$ cat config.mk
export PLATFORM = sky130hd
export DESIGN_NAME = restoring_divider_4
export DESIGN_NICKNAME = d
export VERILOG_FILES = /design/src/rtl/restoring_divider_4_pkg.sv /design/src/rtl/restoring_divider_4_div_sub_step.sv /design/src/rtl/restoring_divider_4.sv
export SDC_FILE = /design/constraint.sdc
export NUM_CORES = 1
export LEC_CHECK = 0
export ABC_AREA = 0
export CAP_MARGIN = 30
export CORE_MARGIN = 8
export CORE_UTILIZATION = 47
export DETAILED_ROUTE_END_ITERATION = 7
export PLACE_DENSITY = 0.75
export SETUP_SLACK_MARGIN = 0.2
export SLEW_MARGIN = 20
export SYNTH_ARGS = -nofsm -noshare
export SYNTH_HDL_FRONTEND = slang
export SYNTH_SLANG_ARGS = --single-unit
$ cat constraint.sdc
create_clock -name clk -period 1.7 [get_ports clk]
set_input_delay 0.34 -clock clk [delete_from_list [all_inputs] [get_ports clk]]
set_output_delay 0.34 -clock clk [all_outputs]
set_load 0.02 [all_outputs]
$ cat src/rtl/restoring_divider_4_pkg.sv
// Shared ALU definitions: datapath width and divider state encoding.
package restoring_divider_4_pkg;

  localparam int ALU_WIDTH = 4;

  typedef enum logic [1:0] {
    ST_IDLE = 2'd0,
    ST_CALC = 2'd1,
    ST_DONE = 2'd2
  } div_state_e;

endpackage : restoring_divider_4_pkg

$ cat src/rtl/restoring_divider_4_div_sub_step.sv
// Combinational trial subtract for one restoring-division step.
// The subtraction is done as shifted + ~D + 1, the same invert-and-carry
// form the ALU adder uses, widened by one bit so the MSB acts as borrow.
module div_sub_step #(
  parameter int WIDTH = 4
) (
  input  logic [WIDTH:0]   shifted,
  input  logic [WIDTH-1:0] d,
  output logic [WIDTH+1:0] diff,
  output logic             borrow
);

  logic [WIDTH+1:0] shiftedExt;
  logic [WIDTH+1:0] dInv;

  // Zero-extend the partial remainder, invert the zero-extended divisor, add with carry-in.
  always_comb begin
    shiftedExt = {1'b0, shifted};
    dInv       = ~{2'b00, d};
    diff       = shiftedExt + dInv + {{(WIDTH+1){1'b0}}, 1'b1};
    borrow     = diff[WIDTH+1];
  end

endmodule : div_sub_step

$ cat src/rtl/restoring_divider_4.sv
// Sequential unsigned restoring divider: one shift/trial-subtract per clock,
// start/busy/done handshake, quotient/remainder/div_by_zero held between runs.
module restoring_divider_4
  import restoring_divider_4_pkg::*;
#(
  parameter int WIDTH = ALU_WIDTH
) (
  input  logic             clk,
  input  logic             rst_n,
  input  logic             start,
  input  logic [WIDTH-1:0] dividend,
  input  logic [WIDTH-1:0] divisor,
  output logic             busy,
  output logic             done,
  output logic [WIDTH-1:0] quotient,
  output logic [WIDTH-1:0] remainder,
  output logic             div_by_zero
);

  localparam int CW = (WIDTH > 1) ? $clog2(WIDTH) : 1;

  div_state_e       state_q;
  logic [CW-1:0]    cnt_q;
  logic [WIDTH-1:0] qs_q;
  logic [WIDTH-1:0] qs_d;
  logic [WIDTH-1:0] d_q;
  logic [WIDTH:0]   r_q;
  logic [WIDTH:0]   r_d;
  logic [WIDTH:0]   shifted;
  logic [WIDTH+1:0] diff;
  logic             borrow;
  logic [WIDTH-1:0] quotient_q;
  logic [WIDTH-1:0] remainder_q;
  logic             dbz_q;
  logic             busy_q;
  logic             done_q;

  div_sub_step #(.WIDTH(WIDTH)) u_sub (
    .shifted (shifted),
    .d       (d_q),
    .diff    (diff),
    .borrow  (borrow)
  );

  // One division step: shift next dividend bit in, keep the difference or restore on borrow.
  always_comb begin
    shifted = {r_q[WIDTH-1:0], qs_q[WIDTH-1]};
    r_d     = borrow ? shifted : diff[WIDTH:0];
    qs_d    = {qs_q[WIDTH-2:0], ~borrow};
  end

  // Control FSM plus datapath and output registers; results load on the edge entering DONE
  // so they are already valid while done is high.
  always_ff @(posedge clk) begin
    if (!rst_n) begin
      state_q     <= ST_IDLE;
      cnt_q       <= '0;
      qs_q        <= '0;
      d_q         <= '0;
      r_q         <= '0;
      quotient_q  <= '0;
      remainder_q <= '0;
      dbz_q       <= 1'b0;
      busy_q      <= 1'b0;
      done_q      <= 1'b0;
    end else begin
      done_q <= 1'b0;
      case (state_q)
        ST_IDLE: begin
          if (start) begin
            busy_q <= 1'b1;
            if (divisor == '0) begin
              state_q     <= ST_DONE;
              done_q      <= 1'b1;
              quotient_q  <= '1;
              remainder_q <= dividend;
              dbz_q       <= 1'b1;
            end else begin
              state_q <= ST_CALC;
              qs_q    <= dividend;
              d_q     <= divisor;
              r_q     <= '0;
              cnt_q   <= CW'(WIDTH - 1);
            end
          end
        end
        ST_CALC: begin
          r_q  <= r_d;
          qs_q <= qs_d;
          if (cnt_q == '0) begin
            state_q     <= ST_DONE;
            done_q      <= 1'b1;
            quotient_q  <= qs_d;
            remainder_q <= r_d[WIDTH-1:0];
            dbz_q       <= 1'b0;
          end else begin
            cnt_q <= cnt_q - 1'b1;
          end
        end
        ST_DONE: begin
          state_q <= ST_IDLE;
          busy_q  <= 1'b0;
        end
        default: begin
          state_q <= ST_IDLE;
          busy_q  <= 1'b0;
        end
      endcase
    end
  end

  assign busy        = busy_q;
  assign done        = done_q;
  assign quotient    = quotient_q;
  assign remainder   = remainder_q;
  assign div_by_zero = dbz_q;

endmodule : restoring_divider_4

==> impl_metrics.tcl <==
# implementation run metrics
set metrics [dict create \
    yosysChipArea_mm2 0.00134 \
    cp_data_required_time_ns 1.94 \
    chip_area_mm2 0.00481 \
    wl_met2_mm 1.92 \
    placed_area_mm2 0.00167 \
    p_total_w 0.00166 \
    seqAreaFraction_pct 29.0 \
    yosys-top-cells-area "dfxtp_1 40%, ha_1 4.7%, nand2_1 4.5%" \
    xor_share_pct 0.654 \
    n_tap_cell 31 \
    drt-pass1-iter-count 4 \
    row_count 19 \
    cts_tree "yes" \
    post-place-ws_ns -0.322 \
    critPathCapture "remainder[3]$_SDFFE_PN0P_" \
    status "finished, violations left" \
    synthMostInstantiatedCell "dfxtp_1" \
    maxCapViolations 0 \
    hpwl_mm 2.43 \
    yosysTopAreaCellShare_pct 40.4 \
    fin_setup_tns_ns -0.00964 \
    min_to "d_q[0]$_SDFFE_PN0P_" \
    cp_cell_sequence "inv_2 -> ha_4 -> nor2b_4 -> o21a_1 -> or4_4 -> o2111ai_4 -> a31oi_1" \
    violations "negative setup slack" \
    cp_top_family "simple AND/OR/NAND/NOR gates" \
    p_comb_w 0.000620 \
    p_sw_share_pct 35.2 \
    final_cell_mix "22 x buf_4, 16 x dfxtp_1, 15 x nand2_1" \
    hold_buffers 0 \
    setup_violations 1 \
    final.setup.worst_slack_ns -0.00964 \
    slew_violations 0 \
    period_used_pct 101 \
    grt_util_met1_pct 15.3 \
    crit_fanout 3 \
    grt-ovfl-total 0 \
    p_sw_w 0.000584 \
    wl_met3_um 135 \
    h-tree-depth 1 \
    worstSetupStartpointType "flop" \
    p_leak_nw 0.833 \
    regArea_um2 557 \
    synth.yosys.warnings 0 \
    warning_count 29 \
    final-comb-area_um2 903 \
    yosys.area_share.adder_pct 6.17 \
    min_from "divisor[0]" \
    top_power_group "sequential cells" \
    cts_resized 34 \
    syn_avg_cell_area_um2 9.17 \
    cts.sinks 27 \
    synthToLayoutAreaGrowth_pct 43.4 \
    grt_pass1_wl_mm 5.82 \
    io_pins 22 \
    reg2regPathDepth 7 \
    met1_length_mm 1.55 \
    synthDistinctLibCells 38 \
    top_area_cell "dfxtp_1" \
    async_flop_share_pct 0 \
    cts_setup_buffers 4 \
    highest_layer "met4" \
    synthesis.instances 146 \
    max-clock-path-buffers 2 \
    r2r_end "remainder[3]$_SDFFE_PN0P_" \
    p_comb_share_pct 37.4 \
    endpoint_kind "flop" \
    stdcell_area_mm2 0.00192 \
    dp_cells 206 \
    rsz0062_at_grt "true" \
    flops 27 \
    core_area_mm2 0.00273 \
    aoi_share_pct 24.1 \
    grt_start_max_net_pins 15 \
]
==> images/layers.png <==
(4 px per µm)
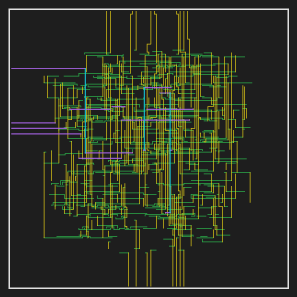
| layer | color | wire length |
|---|---|---|
| M1 | green | 1550 µm |
| M3 | purple | 135 µm |
| M2 | yellow | 1920 µm |
| M4 | cyan | 66.6 µm |
final wirelength: 3.67 mm
gr usage total: 14.2%

==> images/m3.png <==
(6 px per µm)
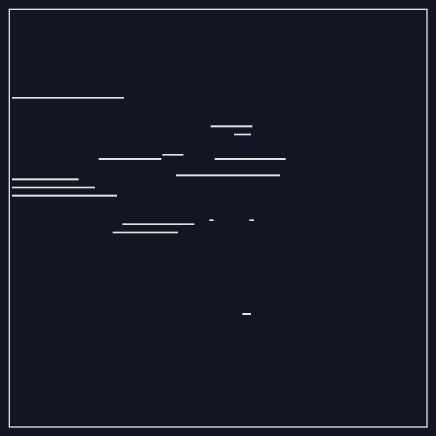
main direction: horizontal
wire length on this layer: 135 µm
nets with wire on the layer: 10
GRT met3 Usage: 4.15%
Via Count: 1234

==> images/clock_wires.png <==
(6 px per µm)
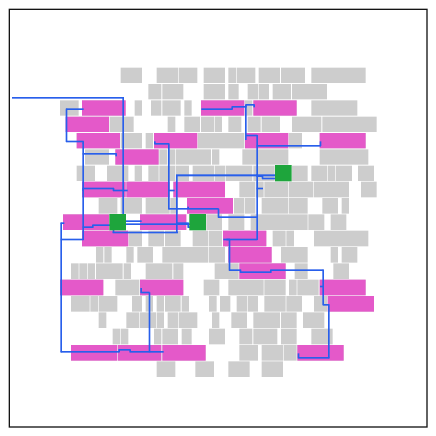
[flip-flops] magenta | count: 27
[clock-net drivers] green | count: 3
[clock wires] blue | length: 332 µm
routed clock nets: 4
Clock group: 0.000281 W
clock skew: 0.0191 ns
Latency at later pin: 0.34 ns

==> images/gates.png <==
(4 px per µm)
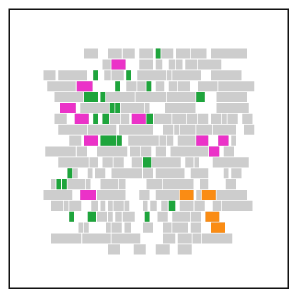
| family | color | cells |
|---|---|---|
| nand cells | green | 23 |
| mux cells | orange | 4 |
| non-inverting ao/oa cells | magenta | 10 |
post-route insts no fill: 218
most frequent logic cell in the layout: buf_4

No activity file was given, so power comes from the tool's default toggle rates.
